## src/rtl/flag_pv_sequencer.sv

```systemverilog
`default_nettype none
// ============================================================================
// flag_pv_sequencer: turns decoded P/V flag-update requests into registered
// strobes for the F-register P/V slice and runs the repeat-block-op loop.
// Revision: 1.0
// ============================================================================
module flag_pv_sequencer #(
  parameter int ITER_W   = 8,
  parameter int MAX_ITER = 255
) (
  input  logic              Clk,
  input  logic              notReset,
  input  logic              op_valid,
  input  logic [2:0]        op_code,
  input  logic              af_load,
  output logic              op_ready,
  input  logic              iter_strobe,
  input  logic              is16bitEqual,
  input  logic              abort,
  output logic              notPF_Select_PV_bit18,
  output logic              notPF_Select_PV_bit20,
  output logic              notPF_Select_PV_bit25,
  output logic              notPF_Select_PV_bit27,
  output logic              notPF_Select_PV_bit33,
  output logic              PF_Write_PV,
  output logic              PR_Ex,
  output logic              notPR_Ex,
  output logic              PR_Write,
  output logic              notPR_Write,
  output logic              op_done,
  output logic [ITER_W-1:0] iter_count
);

  typedef enum logic [2:0] {
    S_IDLE      = 3'd0,
    S_ISSUE     = 3'd1,
    S_RPT_WAIT  = 3'd2,
    S_RPT_ISSUE = 3'd3,
    S_DONE      = 3'd4
  } state_t;

  localparam logic [ITER_W-1:0] C_MAX_ITER = ITER_W'(MAX_ITER);
  localparam logic [ITER_W-1:0] C_SAT      = '1;
  // Active-low select vectors, bit order {33, 27, 25, 20, 18}.
  localparam logic [4:0] C_SEL_NONE = 5'b11111;
  localparam logic [4:0] C_SEL_18   = 5'b11110;
  localparam logic [4:0] C_SEL_20   = 5'b11101;
  localparam logic [4:0] C_SEL_25   = 5'b11011;
  localparam logic [4:0] C_SEL_27   = 5'b10111;
  localparam logic [4:0] C_SEL_33   = 5'b01111;

  state_t            r_state, w_state_nxt;
  logic [4:0]        r_nsel, w_nsel_nxt;
  logic              r_pf_write, r_ex, r_nex, r_wr, r_nwr, r_done, r_ready;
  logic              w_ex_nxt, w_wr_nxt, w_done_nxt;
  logic [ITER_W-1:0] r_iter_count, w_cnt_nxt;
  logic              r_eq, w_eq_nxt;
  logic              r_abort, w_abort_nxt;

  always_comb begin
    w_state_nxt = r_state;
    w_nsel_nxt  = C_SEL_NONE;
    w_ex_nxt    = 1'b0;
    w_wr_nxt    = 1'b0;
    w_done_nxt  = 1'b0;
    w_cnt_nxt   = r_iter_count;
    w_eq_nxt    = r_eq;
    w_abort_nxt = r_abort;
    case (r_state)
      S_IDLE: begin
        if (op_valid) begin
          w_abort_nxt = 1'b0;
          w_state_nxt = S_ISSUE;
          if (af_load) begin
            w_wr_nxt = 1'b1;
          end else begin
            case (op_code)
              3'd1: w_nsel_nxt = C_SEL_18;
              3'd2: w_nsel_nxt = C_SEL_20;
              3'd3: begin
                w_state_nxt = S_RPT_WAIT;
                w_cnt_nxt   = '0;
                w_eq_nxt    = 1'b0;
              end
              3'd4: w_nsel_nxt = C_SEL_25;
              3'd5: w_nsel_nxt = C_SEL_27;
              3'd6: w_nsel_nxt = C_SEL_33;
              3'd7: w_ex_nxt   = 1'b1;
              default: ;  // NOP: pass through ISSUE with no strobes
            endcase
          end
        end
      end
      S_ISSUE: begin
        w_state_nxt = S_DONE;
        w_done_nxt  = 1'b1;
      end
      S_RPT_WAIT: begin
        // An iteration that coincides with abort is still written first.
        if (iter_strobe) begin
          w_state_nxt = S_RPT_ISSUE;
          w_nsel_nxt  = C_SEL_20;
          w_cnt_nxt   = (r_iter_count == C_SAT) ? r_iter_count : r_iter_count + 1'b1;
          w_eq_nxt    = is16bitEqual;
          w_abort_nxt = abort;
        end else if (abort) begin
          w_state_nxt = S_DONE;
          w_done_nxt  = 1'b1;
        end
      end
      S_RPT_ISSUE: begin
        if (r_eq || (r_iter_count == C_MAX_ITER) || r_abort || abort) begin
          w_state_nxt = S_DONE;
          w_done_nxt  = 1'b1;
        end else begin
          w_state_nxt = S_RPT_WAIT;
        end
      end
      S_DONE:  w_state_nxt = S_IDLE;
      default: w_state_nxt = S_IDLE;
    endcase
  end

  always_ff @(posedge Clk or negedge notReset) begin
    if (!notReset) begin
      r_state      <= S_IDLE;
      r_nsel       <= C_SEL_NONE;
      r_pf_write   <= 1'b0;
      r_ex         <= 1'b0;
      r_nex        <= 1'b1;
      r_wr         <= 1'b0;
      r_nwr        <= 1'b1;
      r_done       <= 1'b0;
      r_ready      <= 1'b1;
      r_iter_count <= '0;
      r_eq         <= 1'b0;
      r_abort      <= 1'b0;
    end else begin
      r_state      <= w_state_nxt;
      r_nsel       <= w_nsel_nxt;
      r_pf_write   <= ~&w_nsel_nxt;
      r_ex         <= w_ex_nxt;
      r_nex        <= ~w_ex_nxt;
      r_wr         <= w_wr_nxt;
      r_nwr        <= ~w_wr_nxt;
      r_done       <= w_done_nxt;
      r_ready      <= (w_state_nxt == S_IDLE);
      r_iter_count <= w_cnt_nxt;
      r_eq         <= w_eq_nxt;
      r_abort      <= w_abort_nxt;
    end
  end

  assign notPF_Select_PV_bit18 = r_nsel[0];
  assign notPF_Select_PV_bit20 = r_nsel[1];
  assign notPF_Select_PV_bit25 = r_nsel[2];
  assign notPF_Select_PV_bit27 = r_nsel[3];
  assign notPF_Select_PV_bit33 = r_nsel[4];
  assign PF_Write_PV           = r_pf_write;
  assign PR_Ex                 = r_ex;
  assign notPR_Ex              = r_nex;
  assign PR_Write              = r_wr;
  assign notPR_Write           = r_nwr;
  assign op_done               = r_done;
  assign op_ready              = r_ready;
  assign iter_count            = r_iter_count;

endmodule
`default_nettype wire
```

## config.mk

```make
export PLATFORM = sky130hd
export DESIGN_NAME = flag_pv_sequencer
export DESIGN_NICKNAME = d
export VERILOG_FILES = /design/src/rtl/flag_pv_sequencer.sv
export SDC_FILE = /design/constraint.sdc
export NUM_CORES = 1
export LEC_CHECK = 0
export CORE_ASPECT_RATIO = 0.75
export CORE_UTILIZATION = 52
export CTS_BUF_LIST = sky130_fd_sc_hd__clkbuf_8 sky130_fd_sc_hd__clkbuf_16
export CTS_CLUSTER_SIZE = 24
export DETAILED_ROUTE_END_ITERATION = 8
export PLACE_DENSITY = 0.9
export SETUP_SLACK_MARGIN = 0.15
export SLEW_MARGIN = 15
export SYNTH_ARGS = -nofsm -noshare
export SYNTH_HDL_FRONTEND = slang
export SYNTH_SLANG_ARGS = --single-unit
```

## constraint.sdc

```tcl
create_clock -name Clk -period 2.76 [get_ports Clk]
set_input_delay 0.69 -clock Clk [delete_from_list [all_inputs] [get_ports Clk]]
set_output_delay 0.69 -clock Clk [all_outputs]
set_load 0.01 [all_outputs]
```

Fig. 1: gate-type map
Scale: 6 px per um.
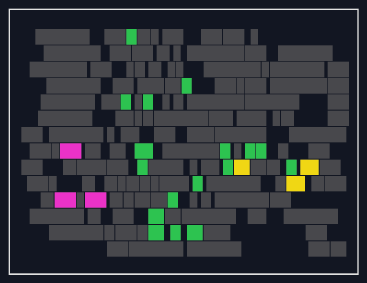
legend:
  multiplexers:
    colour: magenta
    cells: 3
    most_used: mux2i_1
  inverting AOI/OAI gates:
    colour: green
    cells: 17
    most_used: a21oi_1
  AND-OR and OR-AND gates:
    colour: yellow
    cells: 3
Top cell excl fill/tap: clkdlybuf4s50_1
logic gate fraction of the total cell area: 34.9%
non-filler instance count after layout: 168

Fig. 2: clock routing
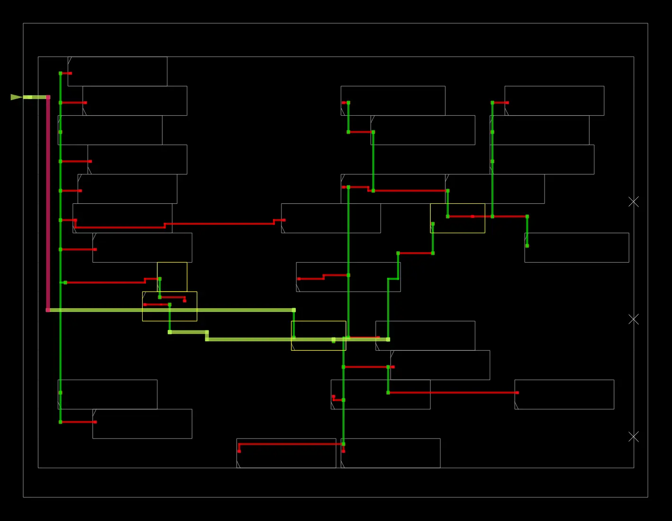
# clk buffers: 3
Clock Skew: 6.53 ps
clock distribution power: 0.000217 W

Fig. 3: wiring by layer
Scale: 6 px per um.
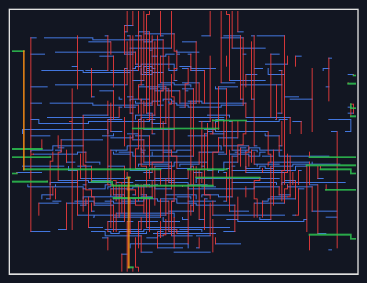
legend:
  met4:
    colour: orange
    wire_length: 34.7 um
  met3:
    colour: green
    wire_length: 146 um
  met2:
    colour: red
    wire_length: 1200 um
  met1:
    colour: blue
    wire_length: 1130 um
DR vias: 978
gr usage total: 21.9%
final WL: 2510 um

Fig. 4: sequential cells coloured by netlist name
Scale: 4 px per um. Other sequential cells in the stronger grey, the rest of the logic in the fainter grey.
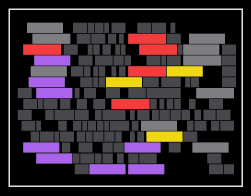
legend:
  iter_count:
    colour: purple
    flops: 8
  r_nsel:
    colour: red
    flops: 5
  r_state:
    colour: yellow
    flops: 3
not coloured: 9
seq pwr: 0.000544 W
register area: 636 sq um
Post-Route Utilization: 74.3%
fraction of area in registers: 40.7%

[worst paths after layout]
| path | depth (start not counted) | end |
|---|---|---|
| worst max-delay path | 5 | iter_count[3] |
| worst min register to register | 2 | r_eq |
| worst min-delay path | 2 | r_eq |
| max in group asynchronous | 2 | r_nsel[2] |
| worst max register to register | 4 | iter_count[3] |
| min in group asynchronous | 2 | r_abort |
[cell usage in the layout (no fill, tap or decap), types with 4 or more instances in the layout]
| cell | Yosys | final |
|---|---|---|
| nor2_1 | 5 | 5 |
| dfrtp_1 | 17 | 17 |
| nand2_1 | 15 | 15 |
| nand2b_1 | 4 | 4 |
| clkdlybuf4s50_1 | 0 | 29 |
| nand3_1 | 7 | 7 |
| o21ai_0 | 6 | 6 |
| a21oi_1 | 7 | 7 |
| dfstp_2 | 8 | 8 |
==> results.json <==
{
  "setup_viol_count_final": 0,
  "root_buffer": "clkbuf_8",
  "swShare_pct": 33.3,
  "wl_per_cell_um": 15.0,
  "die_area_sq_um": 2540,
  "synth-async-reset-ratio_pct": 100,
  "cap_violations": 0,
  "path_max_fanout": 11,
  "ant_nets": 0,
  "top_cell": "dfrtp_1",
  "seqPwrFrac_pct": 49.6,
  "ys_ff": 25,
  "slew_viol_final": 0,
  "power_w": 0.00110,
  "viasPerCell": 5.82,
  "ys_seq_share_pct": 52.2,
  "numCtsBuffers": 3,
  "cts.repair.resized": 0,
  "reg2reg_from": "r_state[1]",
  "power-top-group": "registers",
  "slowest_stage": "or4_1",
  "post-route-min-period_ps": 2300,
  "synth_top_area_share_pct": 34.9,
  "cts_hold_buf": 0,
  "violations": "design-rule violations",
  "critical_path.max_stage_delay_ps": 530,
  "mux_share_pct": 2.47,
  "netlist_area_sq_um": 1220,
  "gr-total-overflow": 0,
  "largest_class": "registers",
  "path_cells": "clkdlybuf4s50_1, nor4b_4, a21oi_2, or4_1, a21boi_1",
  "ys_cells": 114,
  "dpl.hpwl_um": 1820,
  "use_met3_pct": 6.27,
  "required_ps": 2960,
  "ys_sh_adder_pct": 1.03,
  "r2r_slack_ps": 760,
  "top_layer_used": "met4",
  "edf_count": 0,
  "tns_ps": 0,
  "clock_cell_area_share_pct": 3.12,
  "grt.busiest_layer": "met2",
  "maxSlewHeadroom_pct": 72.1,
  "fin_hold_ws_ps": 512,
  "yosys-stat-area_sq_um": 1220,
  "crit_path_end_kind": "register",
  "top_cells_by_count": "dfrtp_1 (17), nand2_1 (15), dfstp_2 (8)",
  "drc": 3,
  "hold_viol": 0,
  "fin_area_sq_um": 1560,
  "cts_tree": "done",
  "fp_util_pct": 57.9,
  "clock_sinks": 25,
  "status": "finished with violations",
  "worst-setup-path-type": "in2reg",
  "xor_share_pct": 1.44,
  "simple_gate_share_pct": 29.9,
  "logic_area_sq_um": 546,
  "rsz0062_at_grt": "no",
  "buf_share_pct": 19.1,
  "placed_area_sq_um": 1510,
  "dp_slack_ps": 227,
  "power_frac_comb_pct": 30.6,
  "grt_pass1_wl_um": 4040,
  "wl_met1_um": 1130,
  "n_antenna_cell": 0,
  "cts.clk_slew.worst_paths_ps": 90,
  "powerDensity_nw_per_um2": 701,
  "flop_cell": "dfrtp_1",
  "clkPwrFrac_pct": 19.8,
  "syn_nets": 125,
  "ys_sh_aoi_pct": 9.97,
  "antenna_found_initial": 0,
  "warnings": 26,
  "ir_drop_mv": 0.433,
  "cp.arrival_ps": 2510,
  "die_h_um": 43.9,
  "cellLeakagePower_nw": 0.644,
  "netlist_instances": 114,
  "drt_iter0_drc": 71,
  "synthTopCellsByArea": "dfrtp_1 (35%), dfstp_2 (17%), nand2_1 (4.6%), a21oi_1 (2.9%), nand3_1 (2.9%)",
  "switchingPower_w": 0.000365,
  "port-buffer-count": 29,
  "area_delta_synth_final_pct": 28.3,
  "comb_cells": 84,
  "placedCellCount": 164,
  "holdCritStartpoint": "r_eq",
  "htree_levels": 1,
  "n_all_inverters": 1,
  "tightest_slew_ps": 416,
  "firstDrtPassIters": 9,
  "post-route-period-util_pct": 83.5,
  "pg_comb_w": 0.000335,
  "logic_family": "simple AND/OR/NAND/NOR gates",
  "yosysWarnings": 0,
  "fillers": 151,
  "ys_types": 38,
  "clkLatencyLatePin_ps": 270,
  "critPathLaunch": "op_valid",
  "startpoint_type": "primary input",
  "final_nets": 156,
  "syn_avg_cell_area_sq_um": 10.7,
  "drive_above_1_share_pct": 15.3,
  "wl_met2_um": 1200,
  "taps": 24,
  "met2_usage_pct": 34.7,
  "gp_congestion": 0.739,
  "ff_count": 25,
  "num_rows": 14,
  "fp.dieW_um": 57.9,
  "fp.coreArea_sq_um": 2100,
  "fmax_mhz": 434,
  "setup_ws_ps": 455,
  "dr_wl_met3_um": 145,
  "n_all_buffers": 30,
  "critPathTopFamily": "simple AND/OR/NAND/NOR gates",
  "hold_class": "reg2reg",
  "largest_reg_flops": 8
}
No activity file was given, so power comes from the tool's default toggle rates.
